### config.mk
export PLATFORM = sky130hd
export DESIGN_NAME = r2_reader
export DESIGN_NICKNAME = d
export VERILOG_FILES = /design/src/rtl/r2_pkg.sv /design/src/rtl/r2_addr_counter.sv /design/src/rtl/r2_reader.sv
export SDC_FILE = /design/constraint.sdc
export NUM_CORES = 1
export LEC_CHECK = 0
export CORE_MARGIN = 5
export CORE_UTILIZATION = 35
export DETAILED_ROUTE_END_ITERATION = 10
export PLACE_DENSITY = 0.69
export SLEW_MARGIN = 30
export SYNTH_ARGS = -nofsm -noshare
export SYNTH_HDL_FRONTEND = slang
export SYNTH_SLANG_ARGS = --single-unit
### constraint.sdc
create_clock -name timer555 -period 2.1 [get_ports timer555]
set_input_delay 0.21 -clock timer555 [delete_from_list [all_inputs] [get_ports timer555]]
set_output_delay 0.21 -clock timer555 [all_outputs]
set_load 0.01 [all_outputs]
### src/rtl/r2_pkg.sv
// Shared parameters and FSM state encoding for the R2 RAM readout block.
// Imported by r2_reader and r2_addr_counter.
package r2_pkg;
  localparam int N = 2;
  localparam int M = 4;

  typedef enum logic [2:0] {
    IDLE,
    READ,
    WAIT,
    HOLD,
    DONE
  } state_t;
endpackage

### src/rtl/r2_addr_counter.sv
// Loadable, wrapping N-bit up-counter used as the RAM read address.
// Ports: i_clk, i_rst_n, i_load, i_inc, i_base (load value), o_addr.
module r2_addr_counter #(
  parameter int N = r2_pkg::N
) (
  input  logic         i_clk,
  input  logic         i_rst_n,
  input  logic         i_load,
  input  logic         i_inc,
  input  logic [N-1:0] i_base,
  output logic [N-1:0] o_addr
);

  logic [N-1:0] r_addr;

  // Increment relies on natural N-bit overflow for the wrap.
  always_ff @(posedge i_clk or negedge i_rst_n) begin
    if (!i_rst_n) begin
      r_addr <= '0;
    end else if (i_load) begin
      r_addr <= i_base;
    end else if (i_inc) begin
      r_addr <= r_addr + 1'b1;
    end
  end

  assign o_addr = r_addr;

endmodule

### src/rtl/r2_reader.sv
// RAM burst reader: fetches length words from base_addr into a handshaked
// output register. Ports: timer555/reset_n, start/base_addr/length request,
// mem_addr/mem_rd/mem_data RAM side, out_data/out_valid/out_ready stream,
// busy and done status.
module r2_reader #(
  parameter int N = r2_pkg::N,
  parameter int M = r2_pkg::M
) (
  input  logic         timer555,
  input  logic         reset_n,
  input  logic         start,
  input  logic [N-1:0] base_addr,
  input  logic [N:0]   length,
  output logic [N-1:0] mem_addr,
  output logic         mem_rd,
  input  logic [M-1:0] mem_data,
  output logic [M-1:0] out_data,
  output logic         out_valid,
  input  logic         out_ready,
  output logic         busy,
  output logic         done
);

  import r2_pkg::*;

  state_t       r_state;
  logic [N:0]   r_rem;
  logic [M-1:0] r_data;
  logic         r_valid;
  logic         r_rd;
  logic         r_busy;
  logic         r_done;

  logic         w_start_ok;
  logic         w_hs;
  logic         w_more;
  logic         w_load;
  logic         w_inc;
  logic [N-1:0] w_addr;

  assign w_start_ok = (r_state == IDLE) && start;
  assign w_hs       = (r_state == HOLD) && r_valid && out_ready;
  assign w_more     = (r_rem != '0);
  assign w_load     = w_start_ok && (length != '0);
  assign w_inc      = w_hs && w_more;

  r2_addr_counter #(
    .N (N)
  ) u_addr (
    .i_clk   (timer555),
    .i_rst_n (reset_n),
    .i_load  (w_load),
    .i_inc   (w_inc),
    .i_base  (base_addr),
    .o_addr  (w_addr)
  );

  // Strobes are set on the transition into the state they belong to,
  // so mem_rd/done/busy are registered and line up with the state.
  always_ff @(posedge timer555 or negedge reset_n) begin
    if (!reset_n) begin
      r_state <= IDLE;
      r_rem   <= '0;
      r_data  <= '0;
      r_valid <= 1'b0;
      r_rd    <= 1'b0;
      r_busy  <= 1'b0;
      r_done  <= 1'b0;
    end else begin
      r_rd   <= 1'b0;
      r_done <= 1'b0;
      unique case (r_state)
        IDLE: begin
          if (start) begin
            r_busy <= 1'b1;
            if (length != '0) begin
              r_rem   <= length;
              r_rd    <= 1'b1;
              r_state <= READ;
            end else begin
              r_done  <= 1'b1;
              r_state <= DONE;
            end
          end
        end
        READ: begin
          r_state <= WAIT;
        end
        WAIT: begin
          r_data  <= mem_data;
          r_valid <= 1'b1;
          r_rem   <= r_rem - 1'b1;
          r_state <= HOLD;
        end
        HOLD: begin
          if (r_valid && out_ready) begin
            r_valid <= 1'b0;
            if (w_more) begin
              r_rd    <= 1'b1;
              r_state <= READ;
            end else begin
              r_done  <= 1'b1;
              r_state <= DONE;
            end
          end
        end
        DONE: begin
          r_busy  <= 1'b0;
          r_state <= IDLE;
        end
        default: begin
          r_busy  <= 1'b0;
          r_state <= IDLE;
        end
      endcase
    end
  end

  assign mem_addr  = w_addr;
  assign mem_rd    = r_rd;
  assign out_data  = r_data;
  assign out_valid = r_valid;
  assign busy      = r_busy;
  assign done      = r_done;

endmodule

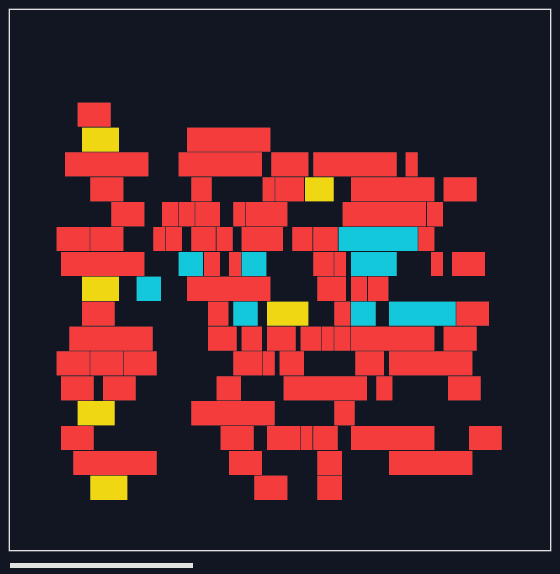
**Above:** drive-strength map.
The bar under the picture is 20 microns long.
_3 and _4 cells: in cyan, cells 8, share 8.2%. _2 cells: in yellow, cells 6, share 6.1%. _0 and _1 cells: in red, cells 84, share 86%.

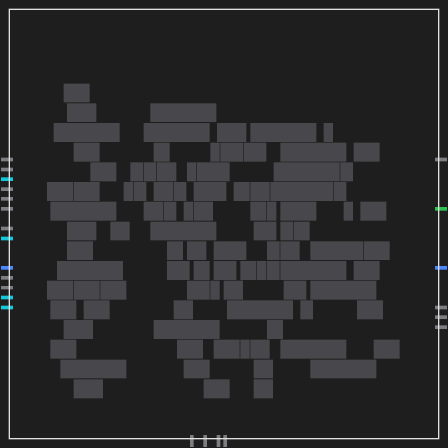
**Above:** pin map.
Pins as bars across the die edge, other pins in gray.
`mem_data`: in cyan, pins 4, direction input, edge left. `start`: in green, pins 1, direction input, edge right. `base_addr`: in blue, pins 2, direction input, edge 1 right, 1 left.
Die H: 59.1 microns
Die W: 59.1 microns
port bufs: 22

==> Slide: Implementation Results <==
Key Metrics from the Run

Floorplan
  • Die area: 3490 sq um
  • Io pins: 23

Pwr
  • Leakage: 0.461 nW
  • Power Total: roughly 0.00053 W
  • P_sw: 0.000115 W
  • Register share of total power: 59.9%

Finish
  • Commonest Layout Cell: clkdlybuf4s50_1
  • Sequential cell area share: 36.1%
  • Comb gate area: 408 sq um
  • Share of layout cells above drive strength 1: 14.3%
  • Antenna cell count: 0
  • Flop count: 16
  • FF/Latch Area: around 400 sq um
  • Clock-cell share of area: 2.03%

STA
  • Final period util: 81.0%
  • Fin. Hold Viols: 0
  • Hold_ws: 356 ps
  • Finish-stage setup viols: 0
  • Post-layout min period: around 1700 ps
  • Slew HR: between 50% and 60%

Yosys
  • Top cells, area: dfrtp_1 (48%), mux2_2 (5.3%), ha_1 (3.0%)
  • Synth unique cells: 35
  • Top-count cell post-synth: dfrtp_1
  • Most common reg cell: dfrtp_1
  • Post-synthesis sequential area ratio: roughly 48%
  • Asr flop ratio synth: 100%

Global routing
  • GRT busiest layer: met2

Flow run
  • Max-cap violations: 0
  • Count of tool warnings: 27

Run status
  • Run status: finished clean

Drt
  • Routed WL: 1800 microns
  • DR pass1 iterations: 4
  • Initial drt markers: 11
  • Post-route DRC: 0

Critical path
  • Worst r2r path cells: 3
  • Critical Path Source: r_state[1]$_DFFE_PN0P_
  • CP endpoint kind: flop
  • R2R Path End: u_addr.o_addr[1]$_DFFE_PN0P_
  • Startpoint types: flop
  • Worst EP arrival: 1880 ps

Clock tree
  • Clock buffer count from CTS: 3
  • # H-tree levels: 1
  • Clk buf depth: 2
  • Resize count post-CTS: 0
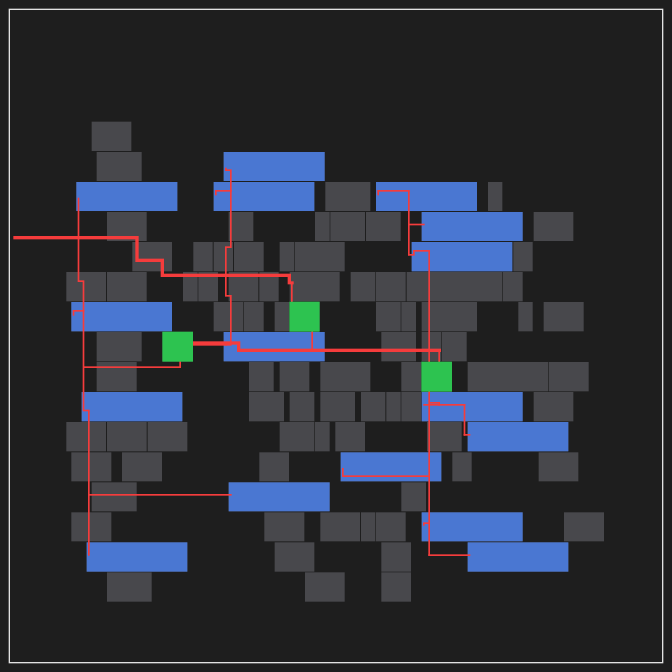
**Above:** clock wires, drivers and flops.
flip-flops: in blue, count 16. clock drivers: in green, count 3. clock wires: in red, length 207 microns.
There are 4 routed clock nets.
Final Skew: 2.55 ps
Clk. pwr: 0.000158 W
clk ins delay skew pair: 280 ps
clock network power share: 30.0%

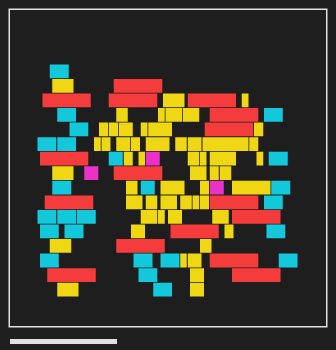
**Above:** cell classes on the final placement.
The bar under the picture is 20 microns long.
flops: in red, cells 16, share of their area 37%. combinational and other logic: in yellow, cells 55, share of their area 39%. clock drivers: in magenta, cells 3, share of their area 2.1%. other buffers and delay cells: in cyan, cells 24, share of their area 22%.
Core Util, Final: 49.2%
final instance area: 1110 sq um
Rows: 17

Power and IR drop assume default switching activity.
